**src/rtl/sos_cascade_ctrl.sv**
```systemverilog
// sos_cascade_ctrl: control plane for a cascade of NSEC scaled second-order
// sections. It holds a shadow and an active coefficient bank, swaps them on
// commit (optionally clearing section state), gates the section clock enable
// with a ready/valid handshake, suppresses output until the pipeline is primed,
// and keeps a sticky overflow flag.
//
// Ports:
//   CLK, RST          clock (rising edge), synchronous active-high reset
//   cfg_wr/addr/data  shadow-bank write; cfg_addr = {section, index},
//                     index 0..6 = b0,b1,b2,a0,a1,a2,scale
//   cfg_commit        request a shadow->active copy
//   cfg_busy          commit in progress (PEND or CLR)
//   cfg_err           one-cycle pulse after a rejected write
//   in_valid/in_ready, out_valid/out_ready   sample handshakes
//   sec_ce, sec_clr   section clock enable / one-cycle section clear
//   coef_out          active bank, section 0 index 0 in the LSBs
//   ovf_in, ovf_clr, ovf_sticky   overflow flags in, clear, sticky flag out
module sos_cascade_ctrl #(
  parameter int NSEC        = 4,
  parameter int WIS         = 5,
  parameter int WFS         = 11,
  parameter int PLAT        = 2,
  parameter int CLR_ON_SWAP = 1,
  localparam int WC         = WIS + WFS,
  localparam int AW         = $clog2(NSEC) + 3
) (
  input  logic                 CLK,
  input  logic                 RST,
  input  logic                 cfg_wr,
  input  logic [AW-1:0]        cfg_addr,
  input  logic [WC-1:0]        cfg_data,
  input  logic                 cfg_commit,
  output logic                 cfg_busy,
  output logic                 cfg_err,
  input  logic                 in_valid,
  output logic                 in_ready,
  output logic                 out_valid,
  input  logic                 out_ready,
  output logic                 sec_ce,
  output logic                 sec_clr,
  output logic [NSEC*7*WC-1:0] coef_out,
  input  logic [NSEC*4-1:0]    ovf_in,
  input  logic                 ovf_clr,
  output logic                 ovf_sticky
);

  localparam int FW = $clog2(PLAT + 1);
  localparam logic [FW-1:0] PLAT_F = FW'(PLAT);
  localparam logic [WC-1:0] ONE    = WC'(1) << WFS;

  typedef enum logic [1:0] {RUN, PEND, CLR} state_t;

  state_t          state;
  logic [FW-1:0]   fill;
  logic [WC-1:0]   shadow [NSEC][7];
  logic [WC-1:0]   active [NSEC][7];

  logic [2:0]      wr_idx;
  int              wr_sec;
  logic            wr_ok;
  logic            primed;

  // Pass-through section: b0 = a0 = scale = 1.0, all others zero.
  function automatic logic [WC-1:0] pass_val(input int k);
    return (k == 0 || k == 3 || k == 6) ? ONE : '0;
  endfunction

  always_comb begin
    wr_idx    = cfg_addr[2:0];
    wr_sec    = int'(cfg_addr[AW-1:3]);
    wr_ok     = cfg_wr && (wr_idx != 3'd7) && (wr_sec < NSEC) && !cfg_busy;
    primed    = (fill == PLAT_F);
    in_ready  = (state == RUN) && (!primed || out_ready);
    sec_ce    = in_valid && in_ready;
    // Output is valid only once the pipeline holds PLAT real samples.
    out_valid = sec_ce && primed;
  end

  for (genvar s = 0; s < NSEC; s++) begin : g_sec
    for (genvar k = 0; k < 7; k++) begin : g_coef
      assign coef_out[(s*7+k)*WC +: WC] = active[s][k];
    end
  end

  // Swap FSM, fill counter and active bank.
  always_ff @(posedge CLK) begin
    if (RST) begin
      state    <= RUN;
      cfg_busy <= 1'b0;
      sec_clr  <= 1'b1;
      fill     <= '0;
      for (int s = 0; s < NSEC; s++)
        for (int k = 0; k < 7; k++)
          active[s][k] <= pass_val(k);
    end else begin
      sec_clr <= 1'b0;
      if (sec_ce && !primed) fill <= fill + 1'b1;
      unique case (state)
        RUN: begin
          if (cfg_commit) begin
            state    <= PEND;
            cfg_busy <= 1'b1;
          end
        end
        PEND: begin
          // A write issued alongside the commit has already landed in shadow.
          for (int s = 0; s < NSEC; s++)
            for (int k = 0; k < 7; k++)
              active[s][k] <= shadow[s][k];
          if (CLR_ON_SWAP != 0) begin
            state   <= CLR;
            sec_clr <= 1'b1;
          end else begin
            state    <= RUN;
            cfg_busy <= 1'b0;
          end
        end
        CLR: begin
          fill     <= '0;
          state    <= RUN;
          cfg_busy <= 1'b0;
        end
        default: begin
          state    <= RUN;
          cfg_busy <= 1'b0;
        end
      endcase
    end
  end

  // Shadow bank and write error pulse.
  always_ff @(posedge CLK) begin
    if (RST) begin
      cfg_err <= 1'b0;
      for (int s = 0; s < NSEC; s++)
        for (int k = 0; k < 7; k++)
          shadow[s][k] <= pass_val(k);
    end else begin
      cfg_err <= cfg_wr && !wr_ok;
      for (int s = 0; s < NSEC; s++)
        for (int k = 0; k < 7; k++)
          if (wr_ok && wr_sec == s && wr_idx == 3'(k))
            shadow[s][k] <= cfg_data;
    end
  end

  // Sticky overflow; a new overflow beats a simultaneous clear.
  always_ff @(posedge CLK) begin
    if (RST)                    ovf_sticky <= 1'b0;
    else if (sec_ce && |ovf_in) ovf_sticky <= 1'b1;
    else if (ovf_clr)           ovf_sticky <= 1'b0;
  end

endmodule

```
**config.mk**
```make
export PLATFORM = sky130hd
export DESIGN_NAME = sos_cascade_ctrl
export DESIGN_NICKNAME = d
export VERILOG_FILES = /design/src/rtl/sos_cascade_ctrl.sv
export SDC_FILE = /design/constraint.sdc
export NUM_CORES = 1
export LEC_CHECK = 0
export ABC_CLOCK_PERIOD_IN_PS = 66500
export CORE_MARGIN = 2
export CORE_UTILIZATION = 58
export DETAILED_ROUTE_END_ITERATION = 7
export PLACE_DENSITY = 0.85
export SETUP_SLACK_MARGIN = 0.05
export SLEW_MARGIN = 0
export SYNTH_ARGS = -nofsm -noshare
export SYNTH_HDL_FRONTEND = slang
export SYNTH_SLANG_ARGS = --single-unit
```
**constraint.sdc**
```tcl
create_clock -name CLK -period 66.5 [get_ports CLK]
set_clock_uncertainty 0.2 [all_clocks]
set_input_delay 19.95 -clock CLK [delete_from_list [all_inputs] [get_ports CLK]]
set_output_delay 19.95 -clock CLK [all_outputs]
set_load 0.01 [all_outputs]
```
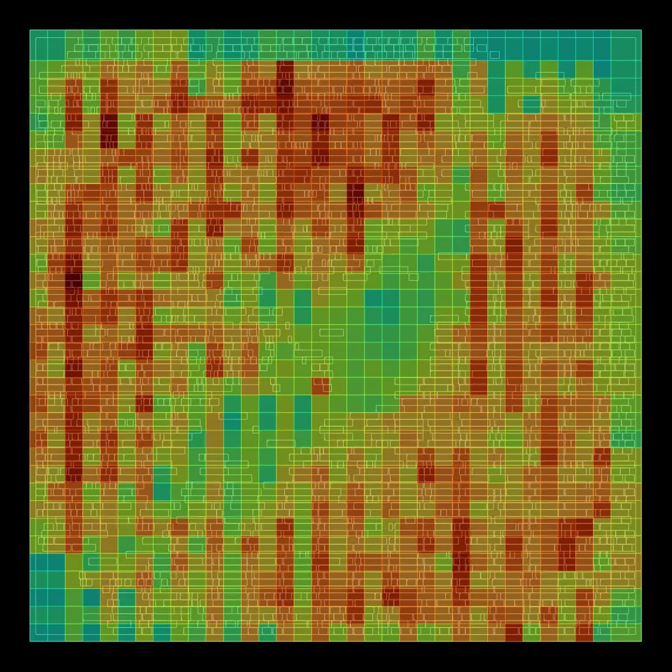
(images/congestion.png)
gr busiest metal: met2
met1 usage: 0.353
final core occ: 0.739

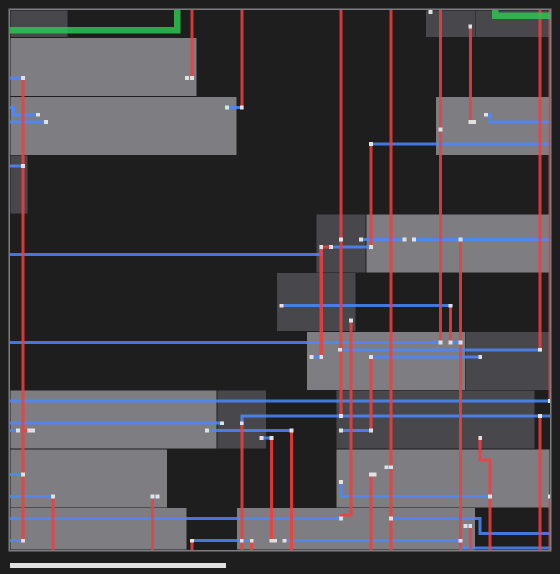
(images/detail.png)
Bar = 10 µm. Region (47, 47) to (72, 72) µm. Cells in grey, sequential cells in the stronger grey; small squares are vias.
- metal 1: blue
- metal 3: green
- metal 2: red
- netlist names of flops here include: `shadow` (7)
- sequential cells in the window: 9
- most frequent: edfxtp_1 (8), and2_1 (2)
- cells with their middle in the window: 13

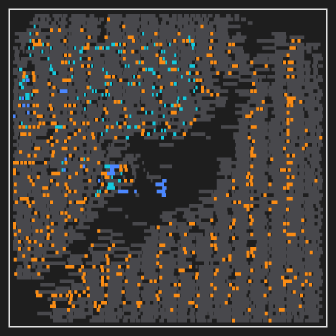
(images/logic_types.png)
- AND and OR gates: orange (cells 563; where spread over the die)
- inverting AOI/OAI gates: blue (cells 23)
- NOR gates: cyan (cells 148)
fraction of area in multi-input gates: 0.119
non-filler instance count after layout: 3133
Commonest Layout Cell: edfxtp_1

==> impl_metrics.toml <==
# flow metrics
[power]
combPwrFrac = 0.067
p_seq_frac = 0.553
vdd_drop_max_v = 0.0000272
p_switching_mw = 0.263
power_mw = 1.21
p_sw_frac = 0.216
cellPowerDensity_nw_per_um2 = 29.9
p_leak_nw = 14.7
clock_power_share = 0.380
p_int_mw = 0.951

[setup_path]
critPathMaxFanout = 3
endpoint_kind = "output port"
arrival_ns = 21.63
reg2reg_setup_slack_ns = 62.52
critPathLaunchType = "primary input"
required_ns = 46.35
path_class = "in -> out"

[place]
placed_area_um2 = 38000
dp_cells = 2982
gp_congestion = 0.860

[clock_network]
cts_made_buffers = 85
post_cts_buffers = 0
cts-root-buf = "clkbuf_16"
cts_hold_buf = 0
htree_levels = 3
cts.clk_slew.worst_paths_ns = 0.06
cts_buffer_depth = 3
post_cts_resized = 0
clk_latency_ns = 0.63

[synth]
ff_type = "edfxtp_1"
post-synth-top-area-cell = "edfxtp_1"
simple_gate_share = 0.141
synth_area_um2 = 32200
syn_nets = 1837
synth-edff-count = 896
ys_sh_adder = 0.000388
avgSynthCellArea_um2 = 18.0
netlist_logic_family_top = "simple AND/OR/NAND/NOR gates"
yosysSeqAreaShare = 0.840
ys_cells = 1792
ys_seq_elements = 904
yosys_warnings = 0
mux_share = 0.000311
syn-instance-count = 1792
ys_sh_aoi = 0.00583
synth_cell_types = 44

[grt]
grt_pass1_vias = 17600
grt_util_all_layers = 0.287
overflow = 0
grt_start_max_net_pins = 317
grt_pass1_wl_um = 116000

[cells_and_area]
antenna_cells = 0
fillers = 3019
syn_to_final_growth_pct = 26.2
largestRegisters = "active: 448 flops, shadow: 448 flops"
drive_above_1_share = 0.0717
post-route-cell-area_um2 = 40600

[drt]
routed_wl_um = 81900
drt-pass1-iter-count = 7
wl_per_cell_um = 26.1
vias = 17300
drc_errors = 0
drt_iter0_markers = 1629

[die]
core_um2 = 55000
die.size.x_um = 240
row_count = 86
boundaryPins = 499
dieHeight_um = 240
fp_util = 0.586
die-area_um2 = 57400

[job]
openroad.warnings = 28
drv_cap = 0

[sta]
setup_violations = 0
maxSlewViolCount = 0
hold_ws_ns = 0.285
tns_ns = 0
final_hold_viol_count = 0
min_period_ns = 41.78
fmax_mhz = 23.9

[run_status]
status = "complete, no violations"
## cell type report
type                            count  area [µm²]  share of cell area
Clock buffer                      104        2220              0.0546
Clock inverter                     47         402             0.00988
Inverter                            4        15.0            0.000369
Multi-Input combinational cell    807        4850               0.119
Sequential cell                   904       27100               0.666
Tap cell                          748         936              0.0230
Timing Repair Buffer              519        5150               0.127
## through the flow
step / setup WS [ns] / util
6_report: 24.72 / 0.739
5_1_grt: 24.61 / 0.739
4_1_cts: 24.71 / 0.739
3_5_place_dp: 24.74 / 0.692
3_3_place_gp: 24.71 / 0.692
2_1_floorplan: 25.67 / -
## cell usage in the layout (no fill, tap or decap), drive strengths merged, types with 2 or more instances in the layout
| cell | count |
|---|---|
| bufinv | 5 |
| and2b | 2 |
| dfxtp | 8 |
| or3 | 6 |
| nor3 | 3 |
| clkbuf | 104 |
| o21ai | 16 |
| edfxtp | 896 |
| buf | 21 |
| and2 | 550 |
| nand3 | 7 |
| nor2 | 135 |
| a21o | 3 |
| nand2 | 39 |
| clkinv | 37 |
| nand2b | 15 |
| nand4 | 4 |
| clkdlybuf4s50 | 498 |
| nor4b | 2 |
| nor4 | 4 |
| a21oi | 2 |
| inv | 8 |
| and3 | 3 |
| nor2b | 3 |
## cells in the mapped netlist, types with 2 or more instances
library cell,instances
a21o_1,3
a21oi_1,2
and2_1,550
and2b_1,2
and3_1,3
buf_2,14
buf_6,5
clkbuf_1,43
clkbuf_2,15
dfxtp_1,8
edfxtp_1,896
inv_1,2
nand2_1,39
nand2b_1,15
nand3_1,2
nand3_2,2
nand3_4,3
nand4_4,3
nor2_1,134
nor2b_1,3
nor4_1,4
nor4b_1,2
o21ai_0,16
or3_1,6
## layer usage
metal / vias to the layer above / wire length [µm] / share of wire / global-route usage
met5: - / 54 / 0.00066 / 0
met4: 8 / 2990 / 0.036 / 0.107
met3: 169 / 8550 / 0.10 / 0.0886
met2: 963 / 41200 / 0.50 / 0.480
met1: 8739 / 29100 / 0.36 / 0.353
li1: 7447 / - / - / -
## cell families (layout without fill, tap and decap cells)
kind of cell             Yosys count  in the layout
multiplexers                       1              1
flip-flops                       904            904
adder cells (fa/ha/maj)            1              1
AND/OR/NAND/NOR                  777            777
buffers and inverters             81            674
AND-OR/OR-AND                     28             28
## path summary, 6_finish.rpt
kind,startpoint,cells after the start,to
worst min register to register,ovf_sticky$_SDFFE_PP0P_,1,ovf_sticky$_SDFFE_PP0P_
worst min-delay path,ovf_sticky$_SDFFE_PP0P_,1,ovf_sticky$_SDFFE_PP0P_
worst max register to register,state[0]$_SDFFE_PP0N_,5,active[1][45]$_SDFFCE_PN0P_
worst max-delay path,out_ready,5,sec_ce
## power groups by stage
stage | combinational (mW) | clock (mW) | sequential, mW
after detailed placement | 0.0809 | 0 | 0.682
after CTS | 0.0818 | 0.465 | 0.671
after floorplan | 0.0203 | 0 | 0.709
after global placement | 0.0789 | 0 | 0.681
after global routing | 0.0857 | 0.486 | 0.672
final | 0.0816 | 0.461 | 0.671
## critical path, stage by stage
cell and delay (ns):
clkdlybuf4s50_1 0.47, inv_1 0.05, a211oi_1 0.37, and2_1 0.24, clkdlybuf4s50_1 0.55
Power and IR drop assume default switching activity.
